$ cat src/rtl/robo_pkg.sv
// robo_pkg: shared types and helpers for the robo_atuador actuator executor.
//   state_t  - executor FSM states
//   cmd_t    - latched command selection
//   drive_t  - bundled H-bridge / arm drive levels
//   DEF_*    - default durations and counter width
package robo_pkg;

  typedef enum logic [2:0] {
    ST_IDLE,
    ST_DEAD,
    ST_MOVE,
    ST_ROTATE,
    ST_ARM
  } state_t;

  typedef enum logic [1:0] {
    CMD_NONE,
    CMD_FWD,
    CMD_TURN,
    CMD_REMOVE
  } cmd_t;

  typedef struct packed {
    logic l_en;
    logic r_en;
    logic l_dir;
    logic r_dir;
    logic arm;
  } drive_t;

  localparam int DEF_FWD_CYCLES    = 50;
  localparam int DEF_TURN_CYCLES   = 100;
  localparam int DEF_REMOVE_CYCLES = 200;
  localparam int DEF_DEAD_CYCLES   = 2;
  localparam int DEF_CNT_W         = 16;

  // remove > turn > forward
  function automatic cmd_t cmd_select(input logic fwd, input logic trn, input logic rem);
    if (rem)      return CMD_REMOVE;
    else if (trn) return CMD_TURN;
    else if (fwd) return CMD_FWD;
    else          return CMD_NONE;
  endfunction

  function automatic state_t action_state(input cmd_t c);
    case (c)
      CMD_FWD:    return ST_MOVE;
      CMD_TURN:   return ST_ROTATE;
      CMD_REMOVE: return ST_ARM;
      default:    return ST_IDLE;
    endcase
  endfunction

  // Directions stay 0 unless the matching enable is 1; ROTATE spins left in place.
  function automatic drive_t drive_of(input state_t s);
    drive_t d;
    d = '0;
    case (s)
      ST_MOVE:   begin d.l_en = 1'b1; d.r_en = 1'b1; d.l_dir = 1'b1; d.r_dir = 1'b1; end
      ST_ROTATE: begin d.l_en = 1'b1; d.r_en = 1'b1; d.l_dir = 1'b0; d.r_dir = 1'b1; end
      ST_ARM:    begin d.arm  = 1'b1; end
      default:   d = '0;
    endcase
    return d;
  endfunction

endpackage

$ cat src/rtl/robo_timer.sv
// robo_timer: loadable down-counter shared by the dead-time and action phases.
//   clock, reset (async, active-low)
//   load, load_val : synchronous load (wins over counting)
//   value          : current count
//   zero           : value == 0; the counter holds at 0 instead of wrapping
module robo_timer #(
  parameter int CNT_W = 16
) (
  input  logic             clock,
  input  logic             reset,
  input  logic             load,
  input  logic [CNT_W-1:0] load_val,
  output logic [CNT_W-1:0] value,
  output logic             zero
);

  assign zero = (value == '0);

  always_ff @(posedge clock or negedge reset) begin
    if (!reset)     value <= '0;
    else if (load)  value <= load_val;
    else if (!zero) value <= value - CNT_W'(1);
  end

endmodule

$ cat src/rtl/robo_atuador.sv
// robo_atuador: converts one-hot navigation commands into timed, non-overlapping
// wheel / arm drive sequences with H-bridge dead time before every action.
//   clock, reset (async, active-low)
//   forward, turn, remove          : command levels, sampled only in IDLE
//   motor_l/r_en, motor_l/r_dir    : wheel H-bridge drive (dir 1 = forward)
//   arm                            : collector arm drive
//   busy                           : state != IDLE
//   done                           : one-cycle pulse after an action completes
//   error                          : sticky multi-command flag
// Optional build macro ROBO_ATUADOR_CMD_CHECK_EN: when defined, more than one
// command high at acceptance sets error until reset; otherwise error is 0.
module robo_atuador
  import robo_pkg::*;
#(
  parameter int FWD_CYCLES    = DEF_FWD_CYCLES,
  parameter int TURN_CYCLES   = DEF_TURN_CYCLES,
  parameter int REMOVE_CYCLES = DEF_REMOVE_CYCLES,
  parameter int DEAD_CYCLES   = DEF_DEAD_CYCLES,
  parameter int CNT_W         = DEF_CNT_W
) (
  input  logic clock,
  input  logic reset,
  input  logic forward,
  input  logic turn,
  input  logic remove,
  output logic motor_l_en,
  output logic motor_r_en,
  output logic motor_l_dir,
  output logic motor_r_dir,
  output logic arm,
  output logic busy,
  output logic done,
  output logic error
);

  localparam bit               HAS_DEAD  = (DEAD_CYCLES > 0);
  localparam logic [CNT_W-1:0] DEAD_LOAD = HAS_DEAD ? CNT_W'(DEAD_CYCLES - 1) : '0;

  function automatic logic [CNT_W-1:0] dur_load(input cmd_t c);
    case (c)
      CMD_FWD:    return CNT_W'(FWD_CYCLES - 1);
      CMD_TURN:   return CNT_W'(TURN_CYCLES - 1);
      CMD_REMOVE: return CNT_W'(REMOVE_CYCLES - 1);
      default:    return '0;
    endcase
  endfunction

  state_t           state;
  cmd_t             cmd_q;
  cmd_t             sel;
  drive_t           drv;
  logic             tmr_load;
  logic [CNT_W-1:0] tmr_val;
  logic [CNT_W-1:0] tmr_value;
  logic             tmr_zero;
  logic             unused_tmr_value;

  assign unused_tmr_value = ^tmr_value;

  robo_timer #(.CNT_W(CNT_W)) u_timer (
    .clock    (clock),
    .reset    (reset),
    .load     (tmr_load),
    .load_val (tmr_val),
    .value    (tmr_value),
    .zero     (tmr_zero)
  );

  // Timer reloads coincide with the FSM edges that enter DEAD or an action,
  // so the count is always fresh and never wraps.
  always_comb begin
    sel      = cmd_select(forward, turn, remove);
    tmr_load = 1'b0;
    tmr_val  = '0;
    case (state)
      ST_IDLE: if (sel != CMD_NONE) begin
        tmr_load = 1'b1;
        tmr_val  = HAS_DEAD ? DEAD_LOAD : dur_load(sel);
      end
      ST_DEAD: if (tmr_zero) begin
        tmr_load = 1'b1;
        tmr_val  = dur_load(cmd_q);
      end
      default: ;
    endcase
  end

  // Drives are updated on the same edge as the state they belong to, so no
  // drive level ever leaks into a neighbouring state.
  always_ff @(posedge clock or negedge reset) begin
    if (!reset) begin
      state <= ST_IDLE;
      cmd_q <= CMD_NONE;
      drv   <= '0;
      busy  <= 1'b0;
      done  <= 1'b0;
    end else begin
      done <= 1'b0;
      case (state)
        ST_IDLE: if (sel != CMD_NONE) begin
          cmd_q <= sel;
          busy  <= 1'b1;
          if (HAS_DEAD) begin
            state <= ST_DEAD;
            drv   <= '0;
          end else begin
            state <= action_state(sel);
            drv   <= drive_of(action_state(sel));
          end
        end
        ST_DEAD: if (tmr_zero) begin
          state <= action_state(cmd_q);
          drv   <= drive_of(action_state(cmd_q));
        end
        ST_MOVE, ST_ROTATE, ST_ARM: if (tmr_zero) begin
          state <= ST_IDLE;
          drv   <= '0;
          busy  <= 1'b0;
          done  <= 1'b1;
        end
        default: begin
          state <= ST_IDLE;
          drv   <= '0;
          busy  <= 1'b0;
        end
      endcase
    end
  end

  assign motor_l_en  = drv.l_en;
  assign motor_r_en  = drv.r_en;
  assign motor_l_dir = drv.l_dir;
  assign motor_r_dir = drv.r_dir;
  assign arm         = drv.arm;

`ifdef ROBO_ATUADOR_CMD_CHECK_EN
  logic multi;
  assign multi = (forward & turn) | (forward & remove) | (turn & remove);

  always_ff @(posedge clock or negedge reset) begin
    if (!reset)                          error <= 1'b0;
    else if (state == ST_IDLE && multi)  error <= 1'b1;
  end
`else
  assign error = 1'b0;
`endif

endmodule

$ cat config.mk
export PLATFORM = sky130hd
export DESIGN_NAME = robo_atuador
export DESIGN_NICKNAME = d
export VERILOG_FILES = /design/src/rtl/robo_pkg.sv /design/src/rtl/robo_timer.sv /design/src/rtl/robo_atuador.sv
export SDC_FILE = /design/constraint.sdc
export NUM_CORES = 1
export LEC_CHECK = 0
export CAP_MARGIN = 20
export CORE_MARGIN = 4
export CORE_UTILIZATION = 52
export CTS_CLUSTER_SIZE = 40
export DETAILED_ROUTE_END_ITERATION = 8
export PLACE_DENSITY = 0.75
export RECOVER_POWER = 100
export SYNTH_ARGS = -nofsm -noshare
export SYNTH_HDL_FRONTEND = slang
export SYNTH_HIERARCHICAL = 1
export SYNTH_SLANG_ARGS = --single-unit
$ cat constraint.sdc
create_clock -name clock -period 3.1 [get_ports clock]
set_input_delay 0.62 -clock clock [delete_from_list [all_inputs] [get_ports clock]]
set_output_delay 0.62 -clock clock [all_outputs]
set_load 0.03 [all_outputs]
run_1/clocks.png
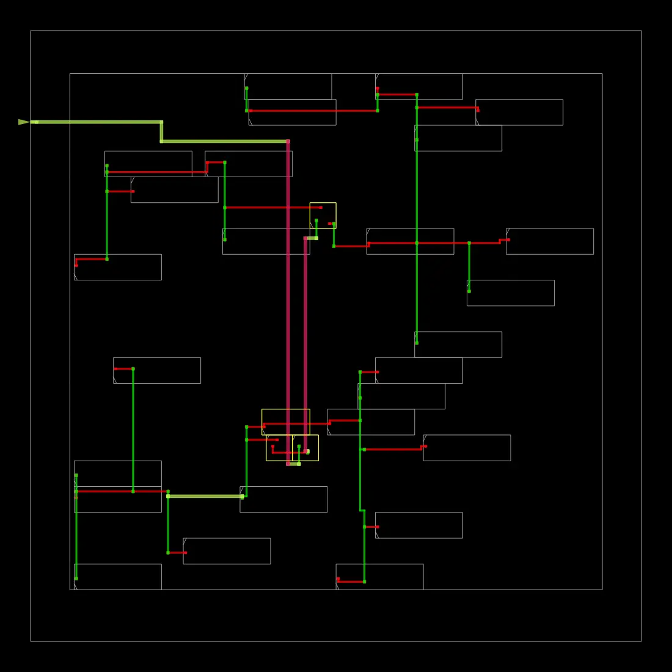
clock network latency to the later pin of the worst-skew pair: 0.32 ns
clock group total power: 0.174 mW
total of clock buffers placed in the layout: 4

run_1/sizes.png
Bar = 20 um.
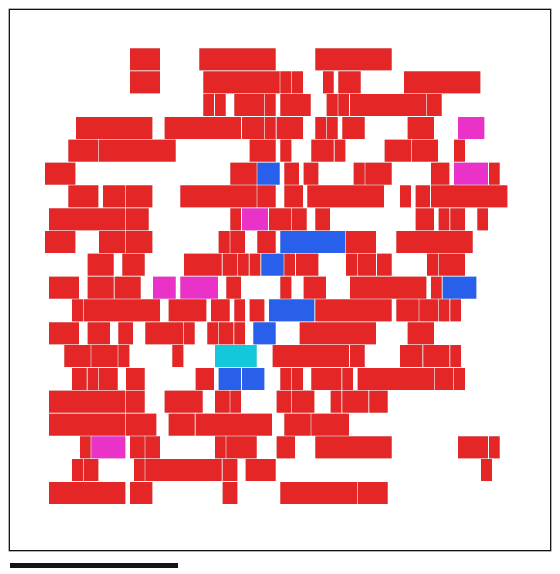
legend:
  _6 and larger:
    colour: cyan
    cells: 1
    share: 0.53%
    most_used: clkbuf_8
  _0 and _1 cells:
    colour: red
    cells: 173
    share: 92%
    most_used: dfrtp_1
  _2 cells:
    colour: magenta
    cells: 6
    share: 3.2%
  _3 and _4 cells:
    colour: blue
    cells: 8
    share: 4.3%
    most_used: clkbuf_4
number of ordinary and repair buffers in the finished layout: 15
worst setup margin: 0.360 ns

==> git commit body, run 1 <==
Add synthesis and place-and-route results

* Post-route clock period utilization: 88.4%
- CTS H-tree depth: 1
- Clock tree synthesis inserted a total of 3 buffers.
* Syn_area_per_cell: 9.72 sq um
- In the final layout, the multi-input gates occupy around 890 sq um.
* Count of routing violations after the opening detailed-route iteration: 88
* Cell count after synthesis: around 170
- The most common logic cell in the final layout is sky130_fd_sc_hd__dfrtp_1.
* Number of antenna violations at the first check in global routing: 0
- Height of the chip: 64.4 um
- Setup tns final: 0 ns
* Slew at the pin with the worst max-slew slack: 1.42 ns
* Relative max-transition margin: 5.27%
* Chip area line of the yosys report: about 1700 sq um
- Once layout is complete, the cells apart from fillers number 232.
- The script logs the mean routed wire length per placed instance as roughly 14 um.
- The leakage component of the power was reported as 0.701 nW.
- The mapped netlist covers 1650 sq um.
- The report lists the number of standard-cell rows as 20.
- Walking the worst path, the cells encountered are or3_4 -> or3_1 -> nor3_1 -> nand3_1 -> nand2_1 -> clkinv_1 -> buf_4 -> mux2_4.
* Number of gates given a new drive strength after cts: 0
- Number of synthesized flops with an enable pin: 0
* Achievable frequency: approximately 360 MHz
- The worst setup path is launched from a flip-flop.
- Synthesis-to-finish area growth: 8.55%
- The detailed router placed 1281 vias in this run.
* Total cells reported by yosys after synthesis: 170
- Outcome: complete, no violations
* Total power per unit cell area: 535 nW/um^2
- Flip-flop and latch count after synthesis: 26
- For this run the aggregate overflow at the end of global routing stands at 0.
- According to the floorplan report, the die width is 64.4 um.
- Number of inserted diodes: 0
- The DRC violation total left in the routed layout is recorded as 0.
- Warnings reported by Yosys during synthesis add up to 6.
- TritonCTS built the clock tree.
- The first global-routing pass estimated 5.99 mm of wire.
run_1/flops_by_reg.png
Bar = 20 um. Other sequential cells in the stronger grey, the rest of the logic in the fainter grey.
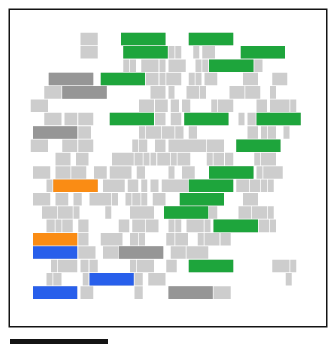
legend:
  cmd_q:
    colour: orange
    placed_flops: 2
  state:
    colour: blue
    placed_flops: 3
  u_timer/value:
    colour: green
    placed_flops: 16
not coloured: 5
Flop area: 651 sq um
power in sequential cells: 0.491 mW
end-of-flow core utilization: 58.8%
flop share of the area: 36.3%

==> run 1: metrics by stage <==
| stage | setup slack, ns | instance area (sq um) | power [mW] | hold slack (ns) |
|---|---|---|---|---|
| after floorplan | 0.149 | 1690 | 0.724 | 0.324 |
| after global placement | 0.452 | 1800 | 0.784 | 0.489 |
| after detailed placement | 0.425 | 1800 | 0.796 | 0.500 |
| after CTS | 0.396 | 1840 | 0.974 | 0.535 |
| after global routing | 0.137 | 1790 | 1.04 | 0.566 |
| final | 0.360 | 1790 | 0.960 | 0.521 |
==> run 1: state kept, by name, indices dropped and copies added, names as in the netlist <==
name	flops
motor_l_dir	1
busy	1
motor_r_en	1
cmd_q	2
state	3
done	1
arm	1
u_timer/value	16
==> run 1: layout make-up <==
cell class / count / area share, %
clock buffers: 4 / 2.02
repair buffers: 15 / 7.39
well taps: 44 / 3.07
flip-flops and latches: 26 / 36.3
multi-input cells: 136 / 49.8
inverters: 7 / 1.46
==> run 1: Yosys cell counts (6+ instances only) <==
library cell,count
sky130_fd_sc_hd__dfrtp_1,26
sky130_fd_sc_hd__nor2_1,18
sky130_fd_sc_hd__nand2_1,14
sky130_fd_sc_hd__xnor2_1,12
sky130_fd_sc_hd__nand4b_1,7
sky130_fd_sc_hd__inv_1,6
sky130_fd_sc_hd__nor4_1,6
sky130_fd_sc_hd__o21ai_0,6
==> run 1: power by group <==
| part | leakage, nW | switching, mW | total, mW | internal, mW |
|---|---|---|---|---|
| Clock | 0.0210 | 0.103 | 0.174 | 0.0719 |
| Combinational | 0.379 | 0.147 | 0.295 | 0.148 |
| Sequential | 0.302 | 0.0776 | 0.491 | 0.413 |
==> run 1: worst max-delay path, delay by kind of cell (launching register included) <==
| kind | cells | cell delay, ns |
|---|---|---|
| and+or+nand+nor | 5 | 1.59 |
| DFF | 1 | 0.44 |
| buffers and inverters | 2 | 0.30 |
| muxes | 1 | 0.30 |
==> run 1: logic make-up after synthesis <==
family / count (synthesis) / synth area share, %
simple gates: 77 / 28.5
flops: 26 / 39.4
compound gates: 24 / 9.84
buf+inv: 17 / 6.59
xor+xnor: 12 / 6.36
mux: 8 / 5.30
fa+ha+maj: 5 / 3.79
other cells: 1 / 0.227
==> run 1: final timing paths <==
check                                  from          endpoint  slack (ns)  cells past startpoint
setup / recovery           u_timer/value[4]  u_timer/value[1]        0.36                      8
hold / removal                         busy              busy        0.52                      2
setup reg to reg           u_timer/value[4]  u_timer/value[1]        0.36                      8
hold reg to reg                        busy              busy        0.52                      2
max in group asynchronous             reset          cmd_q[1]        1.14                      2
min in group asynchronous             reset  u_timer/value[5]        1.13                      2
==> run 1: metal layers <==
metal,part of all wire [%],track usage [%]
met5,0,0
met1,45,23.2
met4,1.7,7.12
met2,49,32.1
met3,4.1,2.99
==> inputs of run 2 (changes only) <==
--- a/config.mk
+++ b/config.mk
@@ -7,10 +7,10 @@
 export LEC_CHECK = 0
 export CAP_MARGIN = 20
 export CORE_MARGIN = 4
-export CORE_UTILIZATION = 52
+export CORE_UTILIZATION = 48
 export CTS_CLUSTER_SIZE = 40
 export DETAILED_ROUTE_END_ITERATION = 8
-export PLACE_DENSITY = 0.75
+export PLACE_DENSITY = 0.7
 export RECOVER_POWER = 100
 export SYNTH_ARGS = -nofsm -noshare
 export SYNTH_HDL_FRONTEND = slang
run_2/sizes.png
Bar = 20 um.
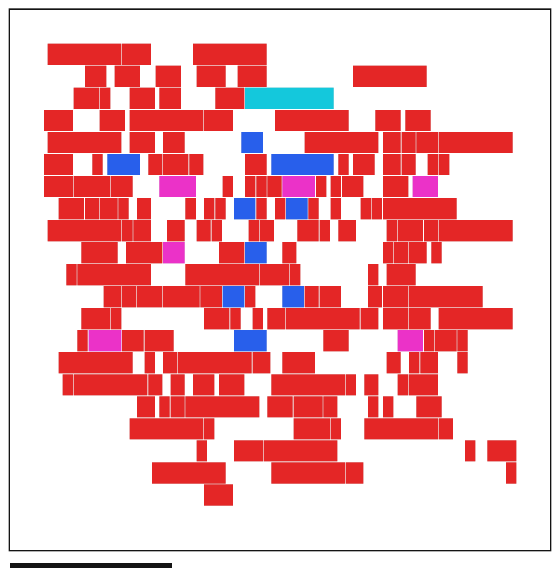
legend:
  _0 and _1 cells:
    colour: red
    cells: 173
    share: 92%
    most_used: dfrtp_1
  _3 and _4 cells:
    colour: blue
    cells: 9
    share: 4.8%
  _6 and larger:
    colour: cyan
    cells: 1
    share: 0.53%
    most_used: bufinv_16
  _2 cells:
    colour: magenta
    cells: 6
    share: 3.2%
number of ordinary and repair buffers in the finished layout: 16
worst setup margin: 0.393 ns
synthesis-to-finish area growth: 10.2%
post-route cell area: 1820 sq um

==> run 2 against run 1 <==
Effect of this change:
- worst setup slack improved by 0.033 ns
- fmax grew 1.2%
- largest power group unchanged
- via count decreased by 1.9%
- synthesized area unchanged
- utilization down 4.2 points
- critical path depth is the same
- routed wire length is 0.66% lower
- die area up 7.3%
- global-route usage fell by 2.1 points
- clock skew increased by 0.0083 ns
==> git commit body, run 2 <==
Add synthesis and place-and-route results

* Outcome: complete, no violations (unchanged)
* Drt drc: 0 (unchanged)
- Number of rows in the core area: 21 (was 20)
- The die span in x was 66.7 um (was 64.4 um).
- Flip-flop and latch count after synthesis: 26 (unchanged)
- The count of non-filler cells in the finished layout was 235 (was 232).
- The total negative slack came to 0 ns (unchanged).
- The total overflow reported by the global router is 0 (unchanged).
- Chip area line of the yosys report: 1650 sq um (unchanged)
- Flop area: 651 sq um (unchanged)
- Slew at the pin with the worst max-slew slack: 1.42 ns (about the same)
* Buffers and inverters on the worst path: 2 (unchanged)
* Comb. cell area: 895 sq um (was 893 sq um)
- Yosys warnings: 6 (unchanged)
* Relative max-transition margin: 5.33% (was 5.27%)
* Hold depth: 2 (unchanged)
- Number of inserted diodes: 0 (unchanged)
* WP depth: 8 (unchanged)
- The instance tally after logic synthesis is 170 (unchanged).
- Number of flip-flops under the largest register name: 16 (unchanged)
* Total via count after detailed routing: 1257 (was 1281)
- Count of routing violations after the opening detailed-route iteration: 50 (was 88)
- The final clock period utilization by the worst path came to 87.3% (was 88.4%).
* Leakage component of the power: 0.708 nW (was 0.701 nW)
run_2/clk_routes.png
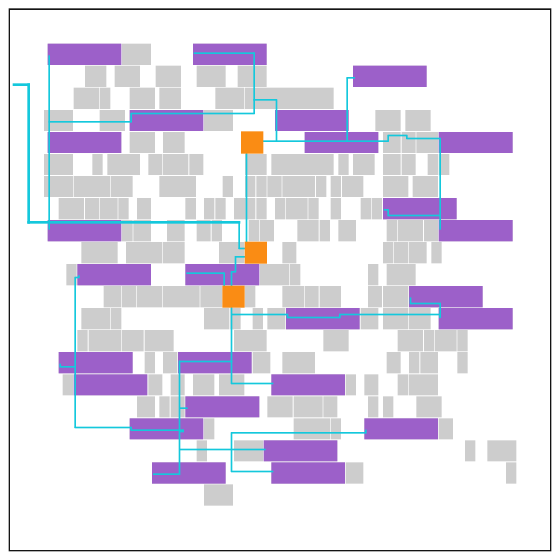
legend:
  flip-flops:
    colour: purple
    count: 26
  clock wires:
    colour: cyan
    length: 347 um
  clock drivers:
    colour: orange
    count: 3
routed clock nets: 4
clock share of power: 22.8%
clk_skew: 0.0129 ns
clock group total power: 0.235 mW

## run 2: where the power goes
part,switching [mW],internal (mW),leakage (nW)
clock network,0.104,0.131,0.0279
registers,0.0786,0.413,0.302
logic,0.156,0.147,0.378
## run 2: worst paths after layout
check                           slack [ns]                end              from
worst max-delay path                  0.39   u_timer/value[1]  u_timer/value[4]
worst min-delay path                  0.53               busy              busy
worst max register to register        0.39   u_timer/value[1]  u_timer/value[4]
worst min register to register        0.53               busy              busy
max in group asynchronous             1.13   u_timer/value[7]             reset
min in group asynchronous             1.13  u_timer/value[10]             reset
## run 2: layout make-up
cell class / instances / area share, %
repair buffers: 16 / 7.69
clock buffers: 3 / 1.24
multi-input cells: 136 / 49.1
inverters: 7 / 1.44
well taps: 46 / 3.16
flip-flops and latches: 26 / 35.7
clock inverters: 1 / 1.65
## run 2: worst min-delay path: cells and delay by family (launching register included)
kind,cells,cell delay [ns]
AOI/OAI and AO/OA,1,0.08
DFF,1,0.37
and+or+nand+nor,1,0.06
## run 2: routing by layer
layer | up-vias | global-route usage (%) | wire length (um)
li1 | 636 | - | -
met1 | 595 | 19.2 | 1460
met2 | 22 | 29.8 | 1750
met3 | 4 | 2.87 | 80
met4 | 0 | 6.09 | 38
met5 | - | 0 | 0
## run 2: cells by family (layout without fill, tap and decap cells)
group	after synthesis	after routing	synth area share [%]
AOI/OAI and AO/OA	24	24	9.84
other	1	10	0.227
and+or+nand+nor	77	77	28.5
DFF	26	26	39.4
buffers and inverters	17	27	6.59
xor gates and xnor gates	12	12	6.36
adders and majority gates	5	5	3.79
muxes	8	8	5.30
## run 2: per-stage QoR
| stage | utilization (%) | hold WS (ns) | power, mW | area (sq um) | setup slack, ns |
|---|---|---|---|---|---|
| 2_1_floorplan | - | 0.324 | 0.724 | 1690 | 0.149 |
| 3_3_place_gp | 54.2 | 0.504 | 0.790 | 1810 | 0.349 |
| 3_5_place_dp | 54.2 | 0.505 | 0.809 | 1810 | 0.270 |
| 4_1_cts | 55.8 | 0.541 | 1.05 | 1860 | 0.460 |
| 5_1_grt | 54.6 | 0.573 | 1.10 | 1820 | 0.192 |
| 6_report | 54.6 | 0.528 | 1.03 | 1820 | 0.393 |
Power figures rest on the tool's default switching activity, not on a simulated workload.
